File: config.mk
export PLATFORM = sky130hd
export DESIGN_NAME = bcd_to_binary_seq
export DESIGN_NICKNAME = d
export VERILOG_FILES = /design/src/rtl/bcd_pkg.sv /design/src/rtl/bcd_digit_adj.sv /design/src/rtl/bcd_to_binary_seq.sv
export SDC_FILE = /design/constraint.sdc
export NUM_CORES = 1
export LEC_CHECK = 0
export ABC_AREA = 1
export CORE_UTILIZATION = 45
export CTS_CLUSTER_DIAMETER = 30
export CTS_CLUSTER_SIZE = 28
export DETAILED_ROUTE_END_ITERATION = 8
export GPL_ROUTABILITY_DRIVEN = 0
export MAX_ROUTING_LAYER = met4
export PLACE_DENSITY = 0.74
export SKIP_LAST_GASP = 1
export SYNTH_ARGS = -nofsm -noshare
export SYNTH_HDL_FRONTEND = slang
export SYNTH_SLANG_ARGS = --single-unit
export TNS_END_PERCENT = 30
File: constraint.sdc
create_clock -name clk -period 1.43 [get_ports clk]
set_input_delay 0.3575 -clock clk [delete_from_list [all_inputs] [get_ports clk]]
set_output_delay 0.3575 -clock clk [all_outputs]
set_load 0.02 [all_outputs]
File: src/rtl/bcd_pkg.sv
// Shared types and helpers for the sequential BCD-to-binary converter.
// State encoding, digit geometry and a digit-legality check.
package bcd_pkg;

    typedef enum logic [1:0] {
        IDLE = 2'd0,
        CONV = 2'd1,
        DONE = 2'd2
    } b2b_state_t;

    localparam int         DIGIT_W = 4;
    localparam logic [3:0] BCD_ADJ = 4'd3;

    function automatic logic is_bcd_digit(input logic [DIGIT_W-1:0] d);
        return (d <= 4'd9);
    endfunction

endpackage

File: src/rtl/bcd_digit_adj.sv
// Reverse double-dabble digit correction: a digit that reached 8 or more after
// a right shift carried a half-ten in from above, so pull it back by 3.
module bcd_digit_adj
    import bcd_pkg::*;
(
    input  logic [DIGIT_W-1:0] d,
    output logic [DIGIT_W-1:0] q
);

    // Conditional subtract-3 on a single digit.
    always_comb begin
        if (d >= 4'd8) begin
            q = d - BCD_ADJ;
        end else begin
            q = d;
        end
    end

endmodule

File: src/rtl/bcd_to_binary_seq.sv
// Sequential BCD-to-binary converter using reverse double-dabble, one
// shift/adjust per clock, with valid/ready handshakes on input and output.
module bcd_to_binary_seq
    import bcd_pkg::*;
#(
    parameter int DIGITS = 3,
    parameter int BIN_W  = 10
) (
    input  logic                      clk,
    input  logic                      rst,
    input  logic                      in_valid,
    output logic                      in_ready,
    input  logic [DIGIT_W*DIGITS-1:0] bcd_in,
    output logic                      out_valid,
    input  logic                      out_ready,
    output logic [BIN_W-1:0]          bin_out,
    output logic                      err
);

    localparam int BCD_W = DIGIT_W * DIGITS;
    localparam int SH_W  = BCD_W + BIN_W;
    localparam int CNT_W = (BIN_W > 1) ? $clog2(BIN_W) : 1;
    localparam logic [CNT_W-1:0] LAST_CNT = CNT_W'(BIN_W - 1);

    b2b_state_t        state_r;
    b2b_state_t        state_nxt_s;
    logic [SH_W-1:0]   shift_r;
    logic [SH_W-1:0]   shifted_s;
    logic [SH_W-1:0]   adjusted_s;
    logic [BCD_W-1:0]  bcd_adj_s;
    logic [CNT_W-1:0]  cnt_r;
    logic [BIN_W-1:0]  bin_r;
    logic              err_r;
    logic              in_err_s;
    logic              accept_s;
    logic              release_s;
    logic              last_s;

    assign in_ready  = (state_r == IDLE);
    assign out_valid = (state_r == DONE);
    assign bin_out   = bin_r;
    assign err       = err_r;

    assign accept_s  = in_valid && (state_r == IDLE);
    assign release_s = out_ready && (state_r == DONE);
    assign last_s    = (state_r == CONV) && (cnt_r == LAST_CNT);

    assign shifted_s = shift_r >> 1;

    for (genvar g = 0; g < DIGITS; g++) begin : g_adj
        bcd_digit_adj u_adj (
            .d (shifted_s[BIN_W + g*DIGIT_W +: DIGIT_W]),
            .q (bcd_adj_s[g*DIGIT_W +: DIGIT_W])
        );
    end

    assign adjusted_s = {bcd_adj_s, shifted_s[BIN_W-1:0]};

    // Flag any input digit outside 0..9.
    always_comb begin
        in_err_s = 1'b0;
        for (int i = 0; i < DIGITS; i++) begin
            if (!is_bcd_digit(bcd_in[i*DIGIT_W +: DIGIT_W])) begin
                in_err_s = 1'b1;
            end else begin
                in_err_s = in_err_s;
            end
        end
    end

    // Next-state decode for the IDLE/CONV/DONE sequence.
    always_comb begin
        state_nxt_s = state_r;
        case (state_r)
            IDLE: begin
                if (accept_s) begin
                    state_nxt_s = CONV;
                end else begin
                    state_nxt_s = IDLE;
                end
            end
            CONV: begin
                if (last_s) begin
                    state_nxt_s = DONE;
                end else begin
                    state_nxt_s = CONV;
                end
            end
            DONE: begin
                if (release_s) begin
                    state_nxt_s = IDLE;
                end else begin
                    state_nxt_s = DONE;
                end
            end
            default: state_nxt_s = IDLE;
        endcase
    end

    // State, shift register, iteration counter and registered result.
    always_ff @(posedge clk or posedge rst) begin
        if (rst) begin
            state_r <= IDLE;
            shift_r <= {SH_W{1'b0}};
            cnt_r   <= {CNT_W{1'b0}};
            bin_r   <= {BIN_W{1'b0}};
            err_r   <= 1'b0;
        end else begin
            state_r <= state_nxt_s;
            case (state_r)
                IDLE: begin
                    if (accept_s) begin
                        shift_r <= {bcd_in, {BIN_W{1'b0}}};
                        err_r   <= in_err_s;
                        cnt_r   <= {CNT_W{1'b0}};
                    end
                end
                CONV: begin
                    shift_r <= adjusted_s;
                    cnt_r   <= cnt_r + {{(CNT_W-1){1'b0}}, 1'b1};
                    // Illegal words report zero rather than a garbage binary value.
                    if (last_s) begin
                        bin_r <= err_r ? {BIN_W{1'b0}} : adjusted_s[BIN_W-1:0];
                    end
                end
                DONE: begin
                    bin_r <= bin_r;
                end
                default: begin
                    shift_r <= {SH_W{1'b0}};
                    cnt_r   <= {CNT_W{1'b0}};
                end
            endcase
        end
    end

endmodule

Fig. 1: run 1, gate-type map
(6 px per um)
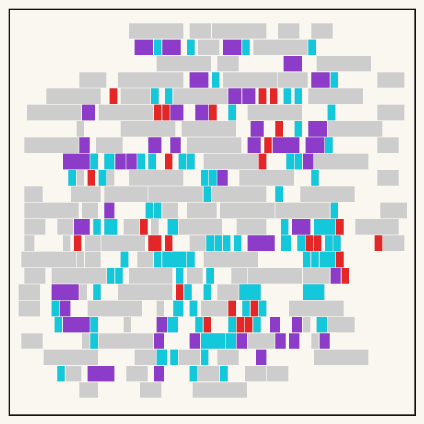
NAND gates -> cyan  # cells 82, most used nand2_1
inverters -> red  # cells 27, most used inv_1
inverting AOI/OAI gates -> purple  # cells 44, most used o21ai_0
logic share of the area: 32.8%
most common library cell in the layout ignoring fill and taps: nand2_1
count of non-filler cells in the finished layout: 309

Fig. 2: run 1, wires at chosen ports, followed through buffers
(8 px per um)
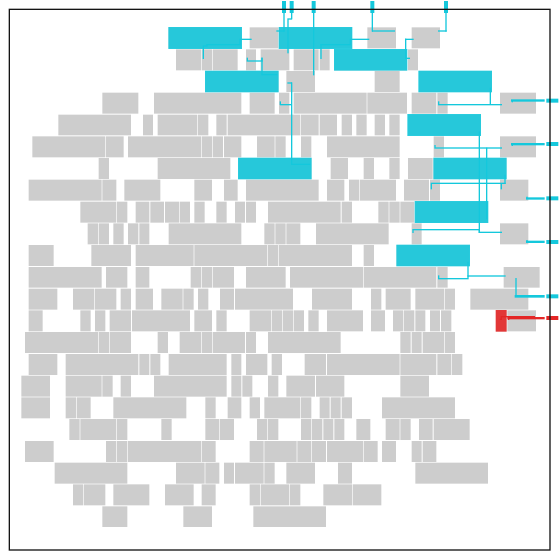
bin_out -> cyan  # bits 10, direction output, edge 5 top, 5 right, end cells 10, buffers 10, wire 158 um
rst -> red  # bits 1, direction input, edge right, end cells 1, buffers 1, wire 9.10 um
buffers added on ports: 28
number of I/O pins: 29

Fig. 3: run 1, wiring heat map
(6 px per um) The die is cut into 13 by 13 equal tiles; white is low, dark blue is high, scaled to the fullest tile. Values are wire area over tile area, all layers added.
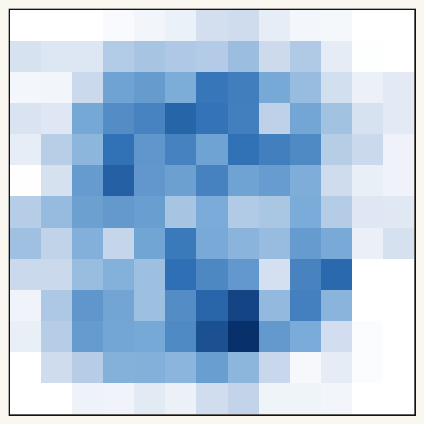
nearly empty tiles = 12%
tiles over half the peak = 30%
mean over tiles = 0.13
fullest tile = 0.38
wirelength, routed: 3750 um
All-Layer GR Usage: 20.8%
count of vias placed by the detailed router: 1494

Fig. 4: run 1, clock wires, drivers and flops
(8 px per um)
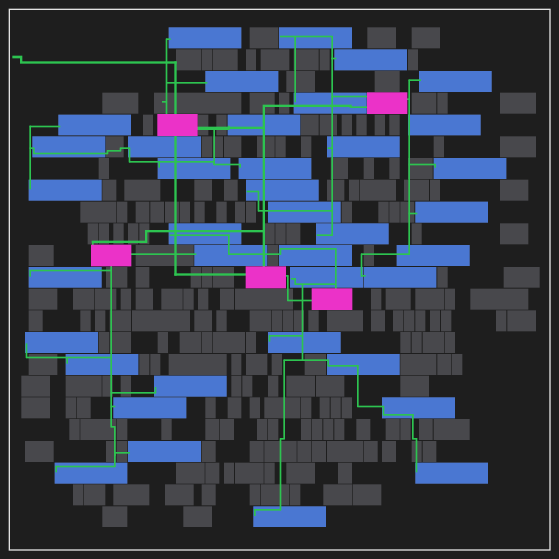
flip-flops -> blue  # count 38
clock drivers -> magenta  # count 5
clock wires -> green  # length 495 um
flops lie = spread over the die
clock network power: 0.922 mW
part of the power in the clock network: 17.6%
Final Skew: 0.00631 ns

==> results.txt, run 1 <==
Physical implementation.

- Across all register-to-register paths, the minimum setup slack is 0.11 ns.
- The count of instances resized after the clock tree is built is 6.
- After layout, the inverter instance count without clock inverters stands at 27.
- The path depth of the worst reg2reg path is 8.
- The part of the Yosys area used for sequential elements is 49.4%.
- STA reports the tightest min-delay check as being of type input pin to async pin.
- The total buffers and inverters traversed by the critical path is 1.
- The arrival time reported for the critical path endpoint is 1.25 ns.
- The final worst setup slack is -0.182 ns.
- The final reports fail on negative setup slack.
- The synthesized design contains 0 enable-type register cells.
- The peak-usage layer in the global routing report is met2.
- The actual slew at the worst max-slew pin is 0.356 ns.
- The flip-flop and latch count is 38.
- The setup fix buffers added after clock tree synthesis is 0.
- The synthesized net count is 238.
- The sort of element at the start of the critical path is a register.
- The synthesized design devotes to its leading area cell type 49.4% of total area.
- The final-layout non-clock buffer area share is 17.3%.
- Per the run summary, max-cap violations total 0.
- TritonCTS built the clock tree.
- Sequential cells make up 38.5% of the cell area.
- The DRC violation total left in the routed layout is recorded as 0.
- The maximum number of pins on one net before global-route repair is 39.
- The global routing usage on met2 is 33.3%.
- The clock passes through at most 2 buffers.
- The total placed cells including tap cells is 301.
- The post-route cell area is 2470 um2.
- In this run the worst path has a maximum fanout of 2.
- For reference, the critical path cell chain is clkdlybuf4s50_1.
- Counting the clock-network buffers in the layout gives 5.
- The detailed router used layers up to and including met4.
- Summed over all nets, wire length on met3 after detailed routing comes to 120 um.
- Setup repair after global routing could not meet its margin everywhere.
- STA classifies the critical path endpoint as an output pin.
- The hold violation count in the final report is 0.
- The STA report counts the stages on the worst setup path as 1.
- After synthesis, the cell types taking the most area are dfrtp_1 49%, nand2_1 13%, inv_1 4.5%, o21ai_2 4.1%, ha_1 3.9%.
- In this run, post-CTS hold repair placed 0 buffers.
- The run finished, with violations left.
- Data on the critical path is required at its endpoint by 1.07 ns.
- On met3, the global router reports a usage of 6.08%.
- The top cell types in the final layout, fill and taps aside, are 67 x nand2_1, 38 x dfrtp_1, 23 x inv_1, 22 x clkdlybuf4s50_1.
- For reference, the critical path is launched at bin_out[8].
- The end-of-flow timing check tallies setup violations at 8.
- The chip area from the yosys synthesis statistics is 1930 um2.
- The number of synthesized register bits is 38.
- The layout buffer count excluding clock buffers is 41.
==> run 1: report_power, final <==
group / total (mW) / internal (mW) / switching (mW)
Sequential: 1.87 / 1.54 / 0.333
Clock: 0.922 / 0.519 / 0.403
Combinational: 2.43 / 1.06 / 1.37
==> run 1: state kept, by name (all words and copies together) (netlist names) <==
name     cells
bin_out     10
state_r      2
cnt_r        4
err          1
shift_r     21
==> run 1: cell families (layout without fill, tap and decap cells) <==
family | Yosys count | count (layout) | share of synthesized area, %
buffers and inverters | 33 | 76 | 8.58
AND/OR/NAND/NOR | 95 | 95 | 22.0
AND-OR/OR-AND | 44 | 44 | 16.2
adder cells (fa/ha/maj) | 6 | 6 | 3.90
flip-flops | 38 | 38 | 49.4
Fig. 5: run 1, routing congestion
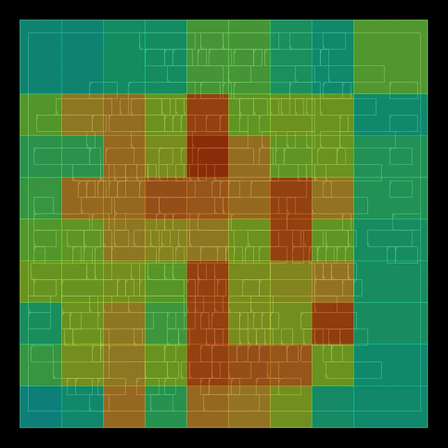

==> run 1 -> run 2 <==
--- a/config.mk
+++ b/config.mk
@@ -6,13 +6,13 @@
 export NUM_CORES = 1
 export LEC_CHECK = 0
 export ABC_AREA = 1
-export CORE_UTILIZATION = 45
+export CORE_UTILIZATION = 52
 export CTS_CLUSTER_DIAMETER = 30
 export CTS_CLUSTER_SIZE = 28
 export DETAILED_ROUTE_END_ITERATION = 8
 export GPL_ROUTABILITY_DRIVEN = 0
 export MAX_ROUTING_LAYER = met4
-export PLACE_DENSITY = 0.74
+export PLACE_DENSITY = 0.83
 export SKIP_LAST_GASP = 1
 export SYNTH_ARGS = -nofsm -noshare
 export SYNTH_HDL_FRONTEND = slang
Fig. 6: run 2, routing congestion
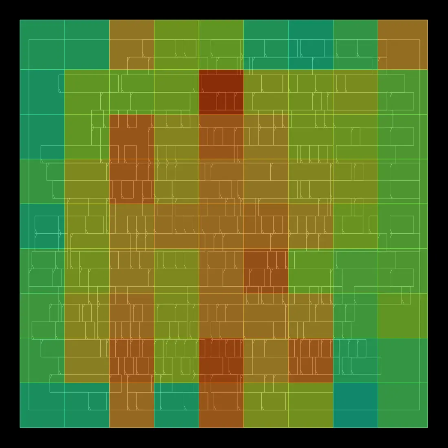
Core Util, Final: 71.0%
met1 track demand over resource: 27.2%
most used routing layer: met2

==> run 2 against run 1 <==
The run still ends with negative setup slack left. Clock skew barely moved. Synthesized cell count stayed put. Die area down 13%. Power decreased by 1.5%. Via count is 3.2% higher. Wire length is 4.7% lower. First-iteration DRC count decreased by 38%. Sequential share of layout area up 0.37 points. Critical endpoint is now bin_out[3].
==> results.txt, run 2 <==
Physical implementation.

- The run finished, with violations left.
- The final reports fail on negative setup slack.
- In this run, the combinational gates consume 45.9% of the power.
- The sum of routed wire length over all layers is 3570 um.
- Per report_power, the Combinational row totals 2.36 mW.
- The synthesized netlist devotes 22.0% of its cell area to simple gates.
- The net switching fraction of the power is 40.5%.
- Setup violations remaining at the end of the flow were counted as 5.
- The data required time at the worst endpoint is 1.07 ns.
- The chip area from the yosys synthesis statistics is 1930 um2.
- The register with the most flip-flops in the layout has 21 of them.
- Buffers inserted to repair hold after CTS numbered 0.
- The register with the most flip-flops in the final layout is shift_r.
- The proportion of synthesized area in mux cells is 0%.
- At the worst endpoint, the arrival time is 1.24 ns.
- The cell-mix breakdown from Yosys lists the XOR/XNOR area share as 0%.
- The top cell type's share of synthesized area is 49.4%.
- In this run the worst path has a maximum fanout of 2.
- The hold violation count in the final report is 0.
- The combinational share of cell area is 33.2%.
- The STA report counts the stages on the worst setup path as 1.
- The type of destination of the critical path is an output pin.
- The final layout report lists a non-clock buffer count of 41.
- After layout, the worst setup slack is -0.165 ns.
- The synthesized net count is 238.
- The flip-flop and latch count is 38.
- For reference, the top logic cell family by area is simple AND/OR/NAND/NOR gates.
- The count of boundary I/O pins is 29.
- The setup fix buffers added after clock tree synthesis is 0.
- The fraction of area in registers is 38.9%.
- The power report lists cell-internal power as 3.06 mW.
- Note that the worst hold path type here is input pin to async pin.
- The post-route cell area is 2440 um2.
- The non-clock inverter instance count of the final layout is 27.
- The timing report gives the worst reg2reg path a setup slack of 0.06 ns.
- The number of enable flip-flop cells is 0.
- The main area contributors are dfrtp_1 49%, nand2_1 13%, inv_1 4.5%, o21ai_2 4.1%, ha_1 3.9%.
- The share of power burned in registers is 36.5%.
- The part of the Yosys area used for sequential elements is 49.4%.
Fig. 7: run 2, clock wires, drivers and flops
(8 px per um)
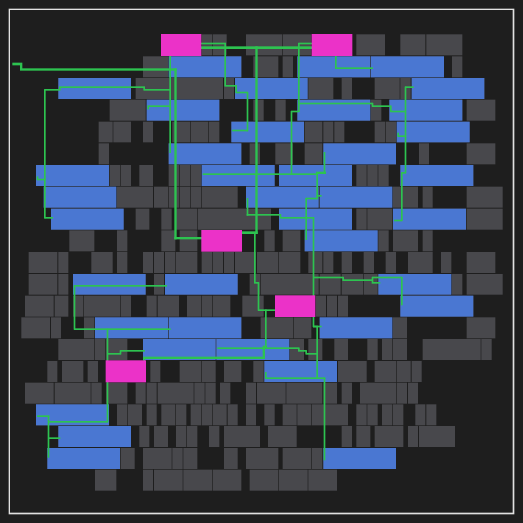
clock wires -> green  # length 445 um
flip-flops -> blue  # count 38
clock drivers -> magenta  # count 5
routed clock nets = 6
clock network power: 0.906 mW
Final Skew: 0.00599 ns

## run 2: worst max path at each step
| stage | from | end | slack (ns) |
|---|---|---|---|
| after floorplan | state_r[1] | shift_r[18] | 0.11 |
| after global placement | state_r[0] | in_ready | -0.15 |
| after detailed placement | state_r[0] | in_ready | -0.14 |
| after CTS | bin_out[0] | bin_out[0] | -0.19 |
| after global routing | bin_out[9] | bin_out[9] | -0.21 |
| final | bin_out[3] | bin_out[3] | -0.17 |
## run 2: metal layers
layer  vias up  wire (um)
li1        777          -
met5         -          0
met2        27       1750
met4         0         44
met1       734       1660
met3         4        122
## run 2: cells by family (layout without fill, tap and decap cells)
| logic type | after synthesis | after routing |
|---|---|---|
| simple gates | 95 | 95 |
| flops | 38 | 38 |
| compound gates | 44 | 44 |
| buf+inv | 33 | 76 |
| fa+ha+maj | 6 | 6 |
Fig. 8: run 2, wires at chosen ports, followed through buffers
(8 px per um)
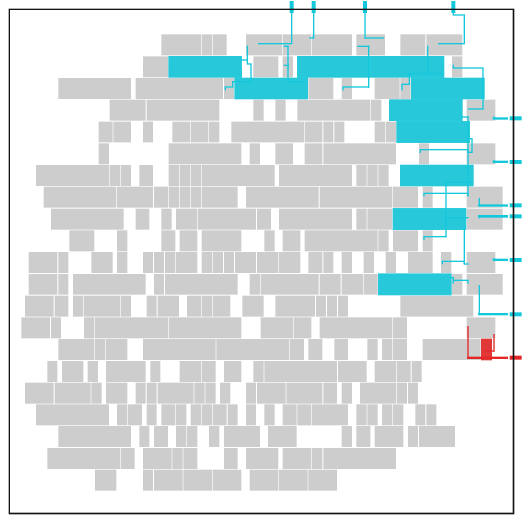

==> run 2 -> run 3 <==
--- a/config.mk
+++ b/config.mk
@@ -6,14 +6,15 @@
 export NUM_CORES = 1
 export LEC_CHECK = 0
 export ABC_AREA = 1
+export CORE_MARGIN = 2
 export CORE_UTILIZATION = 52
 export CTS_CLUSTER_DIAMETER = 30
 export CTS_CLUSTER_SIZE = 28
 export DETAILED_ROUTE_END_ITERATION = 8
 export GPL_ROUTABILITY_DRIVEN = 0
-export MAX_ROUTING_LAYER = met4
 export PLACE_DENSITY = 0.83
 export SKIP_LAST_GASP = 1
+export SLEW_MARGIN = 15
 export SYNTH_ARGS = -nofsm -noshare
 export SYNTH_HDL_FRONTEND = slang
 export SYNTH_SLANG_ARGS = --single-unit
Fig. 9: run 3, wires at chosen ports, followed through buffers
(8 px per um)
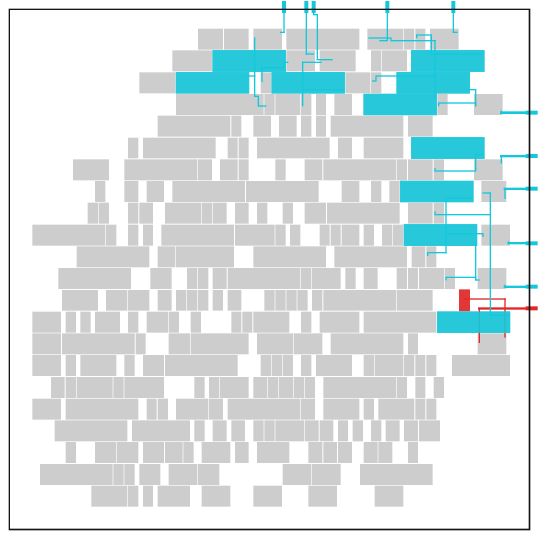
bin_out -> cyan  # bits 10, direction output, edge 5 top, 5 right, end cells 10, buffers 10, wire 175 um
rst -> red  # bits 1, direction input, edge right, end cells 1, buffers 1, wire 20.0 um

Fig. 10: run 3, routing congestion
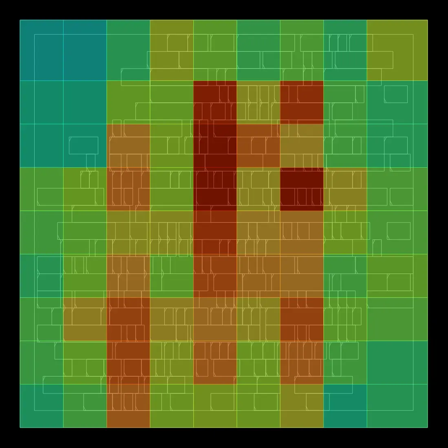
Core Util, Final: 68.0%
met1 track demand over resource: 25.9%
global-route track usage on met3: 4.69%
drt wl/cell: 13.1 um

==> run 3 against run 2 <==
The flow still finishes with violations (negative setup slack). Clock-buffer cell count unchanged. Sequential share of layout area down 0.12 points. Flip-flop count unchanged. Clock power up 2%. Via count up 0.52%. First-iteration DRC count up 23%. Critical path depth unchanged. Clock skew down 0.0017 ns. Largest power group unchanged.
==> results.txt, run 3 <==
Physical implementation.

- The run finished, with violations left.
- The final reports fail on negative setup slack.
- STA lists the maximum fanout along the critical path as 2.
- The worst setup path is captured at an output pin.
- The clock network power consumption is 0.925 mW.
- The main area contributors are dfrtp_1 49%, nand2_1 13%, inv_1 4.5%, o21ai_2 4.1%, ha_1 3.9%.
- The largest register by flop count is shift_r.
- The chip area line in the Yosys stat output reads 1930 um2.
- The number of buffers inserted for hold repair after clock tree synthesis is 0.
- The final worst setup slack is -0.184 ns.
- The count of boundary I/O pins is 29.
- The total placed cells including tap cells is 298.
- Setup repair after global routing could not meet its margin everywhere.
- The total of endpoints with negative setup slack in the final report is 8.
- The post-route cell area is 2450 um2.
- The top logic cell family in the synthesized netlist is simple AND/OR/NAND/NOR gates.
- The via count is 1550.
- The quantity of I/O buffers inserted on ports is 28.
- The kind of path behind the tightest hold check is input pin to async pin.
- Per the GRT log, the top usage layer is met2.
- The combinational share of cell area is 33.0%.
- The clock network burns 17.6% of the power.
- The area fraction in and, or, nand and nor cells is 22.0%.
- The sum of routed wire length over all layers is 4020 um.
- In this run, the synthesized area fraction spent on adder and majority cells is recorded as 3.90%.
- Buffers added to address setup during post-CTS repair amount to 0.
- The number of nets in the synthesized netlist is 238.
- The proportion of synthesized area in mux cells is 0%.
- The clock passes through at most 2 buffers.
- Among logic cells in the layout, the one with the most instances is nand2_1.
- After synthesis, the largest area contributor takes up 49.4% of total cell area.
- After layout, the inverter instance count without clock inverters stands at 27.
- The synthesized design contains 0 enable-type register cells.
- For the pin with the worst max-slew slack, the measured transition is 0.381 ns.
- The register with the most flip-flops in the layout has 21 of them.
- The cell-internal power is 3.09 mW.
- Summing the sequential cell areas from Yosys gives 49.4% of the chip area.
- There are 38 flip-flops and latches.
- The tool flagged a number of max-cap violations equal to 0.
- The CTS tree is done.
- The clock skew is 0.00432 ns.
[run 3: cell counts after synthesis]
Identical to the previous run, type by type.
[run 3: path summary, 6_finish.rpt]
kind | start | cells after the start | slack [ns] | end
setup / recovery | bin_out[8] | 1 | -0.18 | bin_out[8]
hold / removal | rst | 3 | 0.42 | bin_out[7]
min in group clk | shift_r[21] | 2 | 0.47 | shift_r[21]
setup reg to reg | cnt_r[1] | 8 | 0.07 | bin_out[2]
hold reg to reg | shift_r[21] | 2 | 0.47 | shift_r[21]
max in group asynchronous | rst | 3 | 0.83 | shift_r[19]
[run 3: metal layers]
metal  vias to the layer above  wire (um)
li1                        777          -
met5                         -          0
met3                         4        116
met2                        31       2140
met1                       738       1720
met4                         0         38
Power and IR drop assume default switching activity.
